## src/rtl/fifo_pkg.sv

```systemverilog
// Shared constants and types for the single-clock parametrised FIFO.
package fifo_pkg;

    localparam bit FIFO_MODE_STD  = 1'b0;
    localparam bit FIFO_MODE_FWFT = 1'b1;

    localparam int unsigned ERR_UNF_BIT = 0;
    localparam int unsigned ERR_OVF_BIT = 1;
    localparam int unsigned ERR_WIDTH   = 2;

    // Field order matches the {ovf_seen, unf_seen} bit layout of err_sticky
    typedef struct packed {
        logic ovf_seen;
        logic unf_seen;
    } err_flags_t;

endpackage

```

## src/rtl/fifo_mem_dp.sv

```systemverilog
// Simple dual-port storage array: synchronous write, asynchronous read.
module fifo_mem_dp #(
    parameter int unsigned WIDTH = 8,
    parameter int unsigned DEPTH = 16,
    parameter int unsigned AW    = $clog2(DEPTH)
) (
    input  logic             clk,
    input  logic             we,
    input  logic [AW-1:0]    waddr,
    input  logic [WIDTH-1:0] wdata,
    input  logic [AW-1:0]    raddr,
    output logic [WIDTH-1:0] rdata_c
);

    logic [WIDTH-1:0] mem_q [DEPTH];

    always_ff @(posedge clk) begin
        if (we) begin
            mem_q[waddr] <= wdata;
        end
    end

    assign rdata_c = mem_q[raddr];

endmodule

```

## src/rtl/sfifo_param.sv

```systemverilog
// Single-clock FIFO with standard or first-word-fall-through read, threshold
// flags, fill count, synchronous flush and sticky overflow/underflow flags.
module sfifo_param
    import fifo_pkg::*;
#(
    parameter int unsigned WIDTH     = 8,
    parameter int unsigned DEPTH     = 16,
    parameter bit          FWFT      = FIFO_MODE_STD,
    parameter int unsigned AF_THRESH = 12,
    parameter int unsigned AE_THRESH = 4,
    parameter int unsigned PTR_WIDTH = $clog2(DEPTH)
) (
    input  logic                 clk,
    input  logic                 res_n,
    input  logic                 flush,
    input  logic                 wr_en,
    input  logic [WIDTH-1:0]     wdata,
    input  logic                 rd_en,
    output logic [WIDTH-1:0]     rdata,
    output logic                 rvalid,
    output logic                 empty,
    output logic                 full,
    output logic                 almost_empty,
    output logic                 almost_full,
    output logic [PTR_WIDTH:0]   count,
    output logic                 overflow,
    output logic                 underflow,
    output logic [ERR_WIDTH-1:0] err_sticky
);

    localparam int unsigned CW = PTR_WIDTH + 1;

    logic [CW-1:0]    wr_ptr_q, wr_ptr_d;
    logic [CW-1:0]    rd_ptr_q, rd_ptr_d;
    logic [CW-1:0]    count_q,  count_d;
    logic             empty_q,  empty_d;
    logic             full_q,   full_d;
    logic             ae_q,     ae_d;
    logic             af_q,     af_d;
    logic             ovf_q,    ovf_d;
    logic             unf_q,    unf_d;
    logic             rvalid_q, rvalid_d;
    logic [WIDTH-1:0] rdata_q,  rdata_d;
    err_flags_t       err_q,    err_d;

    logic             rd_ok_c;
    logic             wr_ok_c;
    logic [WIDTH-1:0] mem_rdata_c;

    fifo_mem_dp #(
        .WIDTH (WIDTH),
        .DEPTH (DEPTH),
        .AW    (PTR_WIDTH)
    ) u_mem (
        .clk     (clk),
        .we      (wr_ok_c),
        .waddr   (wr_ptr_q[PTR_WIDTH-1:0]),
        .wdata   (wdata),
        .raddr   (rd_ptr_q[PTR_WIDTH-1:0]),
        .rdata_c (mem_rdata_c)
    );

    // Accept decisions, pointer/count update and next-state flags
    always_comb begin
        rd_ok_c  = rd_en & ~empty_q & ~flush;
        wr_ok_c  = wr_en & (~full_q | (rd_en & ~empty_q)) & ~flush;
        wr_ptr_d = wr_ptr_q;
        rd_ptr_d = rd_ptr_q;
        count_d  = count_q;
        err_d    = err_q;
        ovf_d    = 1'b0;
        unf_d    = 1'b0;
        rvalid_d = 1'b0;
        rdata_d  = rdata_q;

        if (flush) begin
            wr_ptr_d = '0;
            rd_ptr_d = '0;
            count_d  = '0;
            err_d    = '0;
        end else begin
            if (wr_ok_c) begin
                wr_ptr_d = wr_ptr_q + CW'(1);
            end
            if (rd_ok_c) begin
                rd_ptr_d = rd_ptr_q + CW'(1);
                rvalid_d = 1'b1;
                rdata_d  = mem_rdata_c;
            end
            count_d = count_q + CW'(wr_ok_c) - CW'(rd_ok_c);
            ovf_d   = wr_en & ~wr_ok_c;
            unf_d   = rd_en & ~rd_ok_c;
            if (ovf_d) begin
                err_d.ovf_seen = 1'b1;
            end
            if (unf_d) begin
                err_d.unf_seen = 1'b1;
            end
        end

        // Flags come from the next count so they are registered alongside it
        empty_d = (count_d == '0);
        full_d  = (count_d == CW'(DEPTH));
        ae_d    = (count_d <= CW'(AE_THRESH));
        af_d    = (count_d >= CW'(AF_THRESH));
    end

    always_ff @(posedge clk or negedge res_n) begin
        if (!res_n) begin
            wr_ptr_q <= '0;
            rd_ptr_q <= '0;
            count_q  <= '0;
            empty_q  <= 1'b1;
            full_q   <= 1'b0;
            ae_q     <= 1'b1;
            af_q     <= 1'b0;
            ovf_q    <= 1'b0;
            unf_q    <= 1'b0;
            rvalid_q <= 1'b0;
            rdata_q  <= '0;
            err_q    <= '0;
        end else begin
            wr_ptr_q <= wr_ptr_d;
            rd_ptr_q <= rd_ptr_d;
            count_q  <= count_d;
            empty_q  <= empty_d;
            full_q   <= full_d;
            ae_q     <= ae_d;
            af_q     <= af_d;
            ovf_q    <= ovf_d;
            unf_q    <= unf_d;
            rvalid_q <= rvalid_d;
            rdata_q  <= rdata_d;
            err_q    <= err_d;
        end
    end

    // FWFT presents the head entry straight from the array
    assign rdata        = (FWFT == FIFO_MODE_FWFT) ? mem_rdata_c : rdata_q;
    assign rvalid       = (FWFT == FIFO_MODE_FWFT) ? ~empty_q : rvalid_q;
    assign empty        = empty_q;
    assign full         = full_q;
    assign almost_empty = ae_q;
    assign almost_full  = af_q;
    assign count        = count_q;
    assign overflow     = ovf_q;
    assign underflow    = unf_q;
    assign err_sticky   = err_q;

endmodule

```

## config.mk

```make
export PLATFORM = sky130hd
export DESIGN_NAME = sfifo_param
export DESIGN_NICKNAME = d
export VERILOG_FILES = /design/src/rtl/fifo_pkg.sv /design/src/rtl/fifo_mem_dp.sv /design/src/rtl/sfifo_param.sv
export SDC_FILE = /design/constraint.sdc
export NUM_CORES = 1
export LEC_CHECK = 0
export CORE_ASPECT_RATIO = 0.6
export CORE_MARGIN = 3
export CORE_UTILIZATION = 64
export CTS_CLUSTER_SIZE = 20
export DETAILED_ROUTE_END_ITERATION = 6
export PLACE_DENSITY = 0.89
export SLEW_MARGIN = 20
export SYNTH_ARGS = -nofsm -noshare
export SYNTH_HDL_FRONTEND = slang
export SYNTH_SLANG_ARGS = --single-unit
export TNS_END_PERCENT = 100
```

## constraint.sdc

```tcl
create_clock -name clk -period 4.3 [get_ports clk]
set_clock_uncertainty 0.1 [all_clocks]
set_input_delay 0.86 -clock clk [delete_from_list [all_inputs] [get_ports clk]]
set_output_delay 0.86 -clock clk [all_outputs]
set_load 0.03 [all_outputs]
```

### Wires at chosen ports, followed through buffers

(4 px per um)
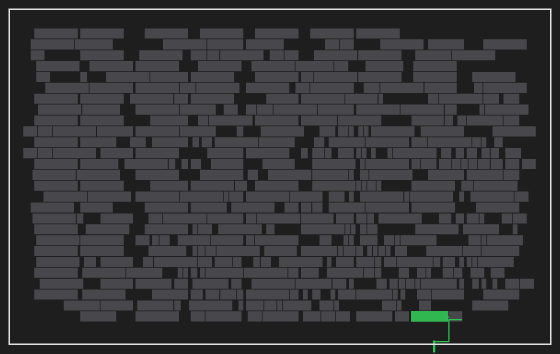
colour	port	bits	direction	edge	end cells	wire
green	overflow	1	output	south	1	13.7 um

### Sequential cells grouped by signal name

(3 px per um)
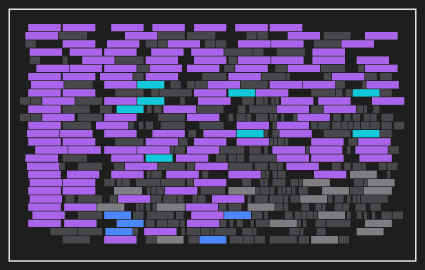
colour	signal	flops
blue	count	5
purple	u_mem.mem_q	128
cyan	rdata	8

### Metal layers overlaid

(4 px per um)
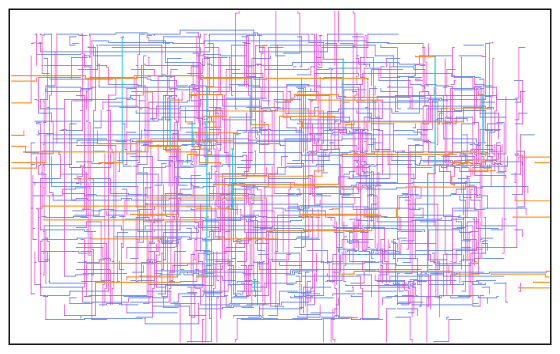
colour	layer	wire length
blue	metal 1	5660 um
magenta	metal 2	6300 um
orange	metal 3	1060 um
cyan	metal 4	322 um

==> flow_metrics.tcl <==
# metrics dict for downstream scripts
set metrics [dict create \
    cts-root-buf "clkbuf_16" \
    cpMaxStageDelayCell "a2111oi_0" \
    yosysTopAreaCell "edfxtp_1" \
    io_pins 35 \
    slew_headroom_pct 26.6 \
    coreArea_um2 9430 \
    port-buffer-count 34 \
    synthAdderAreaFrac_pct 2.27 \
    critical_path_class "input pin to register" \
    max_freq_mhz 258 \
    cts_tree "built" \
    worstSkewPairLatency_ns 0.43 \
    n_all_buffers 45 \
    layout_top_cells "edfxtp_1, clkdlybuf4s50_1, nor2_1" \
    async_reset_ff_share_pct 19.0 \
    warnings 29 \
    die-area_um2 11300 \
    synth-xor-area-share_pct 1.10 \
    dr_total_vias 3433 \
    post-place-ws_ns 0.153 \
    dpl.hpwl_um 8120 \
    dominant_cells "registers" \
    ant_nets 0 \
    synthAoiAreaFrac_pct 3.51 \
    yosys_area_um2 6390 \
    total_power_w 0.00422 \
    cts_buffer_depth 2 \
    detail_route.wl_per_cell_um 24.3 \
    vias_per_cell 6.25 \
    finalWirelength_um 13300 \
    clkSinkCount 158 \
    area_growth_pct 16.4 \
    syn_area_um2 6390 \
    buf_share_pct 5.62 \
    antenna_found_initial 0 \
    regArea_um2 4600 \
    final.min_clock_period_ns 3.88 \
    ys_cells 357 \
    cp_data_required_time_ns 4.53 \
    yosysWarnings 0 \
    ff_count 158 \
    worstSetupStartpointType "input pin" \
    path_max_fanout 6 \
    crit_chain "clkdlybuf4s50_1 -> nand2b_1 -> a21oi_1 -> inv_1 -> ha_1 -> inv_1 -> ha_1 -> fa_1 -> a21o_1 -> a2111oi_0 -> o21bai_1 -> nor3b_1" \
    synth-main-ff-cell "edfxtp_1" \
    place_congestion 0.814 \
    h-tree-depth 4 \
    area_share_clock_buf_inv_pct 7.57 \
    num-multi-input-gates 170 \
    tns_ns 0 \
    setup_viol_count_final 0 \
    edf_count 128 \
    status "finished clean" \
    comb_area_share_pct 22.1 \
    fp-utilization_pct 67.8 \
    power.leakage_nw 2.57 \
    cts_made_buffers 17 \
    synthTopCellsByArea "edfxtp_1, dfrtp_1, mux4_2" \
    p_per_area_nw_per_um2 568 \
    fin_crit_sh_pct 90.3 \
    cts.repair.resized 0 \
    num-clock-buffers 18 \
    rows 27 \
]
### Ports around the boundary

(3 px per um) Pins as bars across the die edge, other pins in grey.
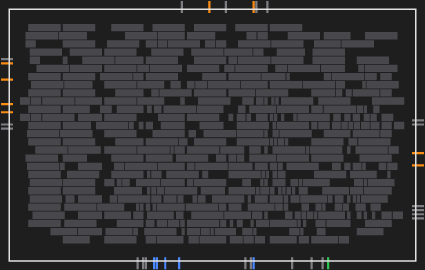
colour	port	pins	direction	edge
orange	wdata	8	input	4 west, 2 east, 2 north
green	overflow	1	output	south
blue	count	5	output	south
all pins by edge	14 south, 8 east, 7 west, 6 north

### Routing congestion

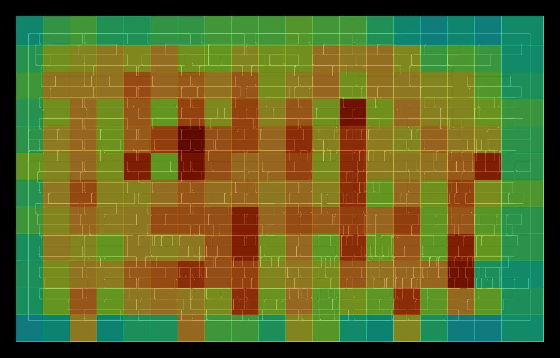
routing usage on met1: 36.8%
Finished Core Util: 78.9%
Tot GR Track Use: 25.9%
met3 usage: 7.02%

==> flip-flops by register name, indices dropped and copies added (netlist names), 2 cells and up <==
register     count
wr_ptr_q         4
err_sticky       2
rd_ptr_q         4
u_mem.mem_q    128
rdata            8
count            5
==> synthesized netlist by cell type, types with 2 or more instances <==
cell type / n
a2111oi_0: 2
a211o_1: 2
a211oi_1: 3
a21o_1: 3
a21oi_1: 6
a22oi_1: 6
buf_2: 3
buf_6: 2
clkbuf_1: 8
dfrtp_1: 28
dfstp_2: 2
edfxtp_1: 128
ha_1: 10
inv_1: 14
mux2_2: 15
mux2i_1: 7
mux4_1: 9
mux4_2: 18
nand2_1: 11
nand2b_1: 8
nor2_1: 28
nor2b_1: 6
nor3_1: 7
nor3b_1: 2
nor4_1: 3
o21ai_0: 2
o21ai_1: 4
o22ai_1: 4
xnor2_1: 5
xor2_1: 3
==> metal layers <==
| layer | vias to the layer above | part of all wire [%] | global-route usage, % | wire, um |
|---|---|---|---|---|
| met2 | 160 | 47 | 38.2 | 6300 |
| met5 | - | 0 | 0 | 0 |
| met3 | 36 | 8.0 | 7.02 | 1060 |
| li1 | 1494 | - | - | - |
| met1 | 1743 | 42 | 36.8 | 5660 |
| met4 | 0 | 2.4 | 11.5 | 322 |
==> power breakdown <==
| part | switching, W | internal, W |
|---|---|---|
| Clock | 0.000631 | 0.000807 |
| Sequential | 0.000125 | 0.00176 |
| Combinational | 0.000480 | 0.000419 |
==> final timing paths <==
kind / start / endpoint / slack (ns) / depth (start not counted)
max reg2reg: empty / full / 0.89 / 11
max: rd_en / full / 0.42 / 12
min: res_n / count[2] / 0.32 / 1
min in group clk: rdata[2] / rdata[2] / 0.39 / 1
min reg2reg: rdata[2] / rdata[2] / 0.39 / 1
max in group asynchronous: res_n / rdata[4] / 3.26 / 2
Power and IR drop assume default switching activity.
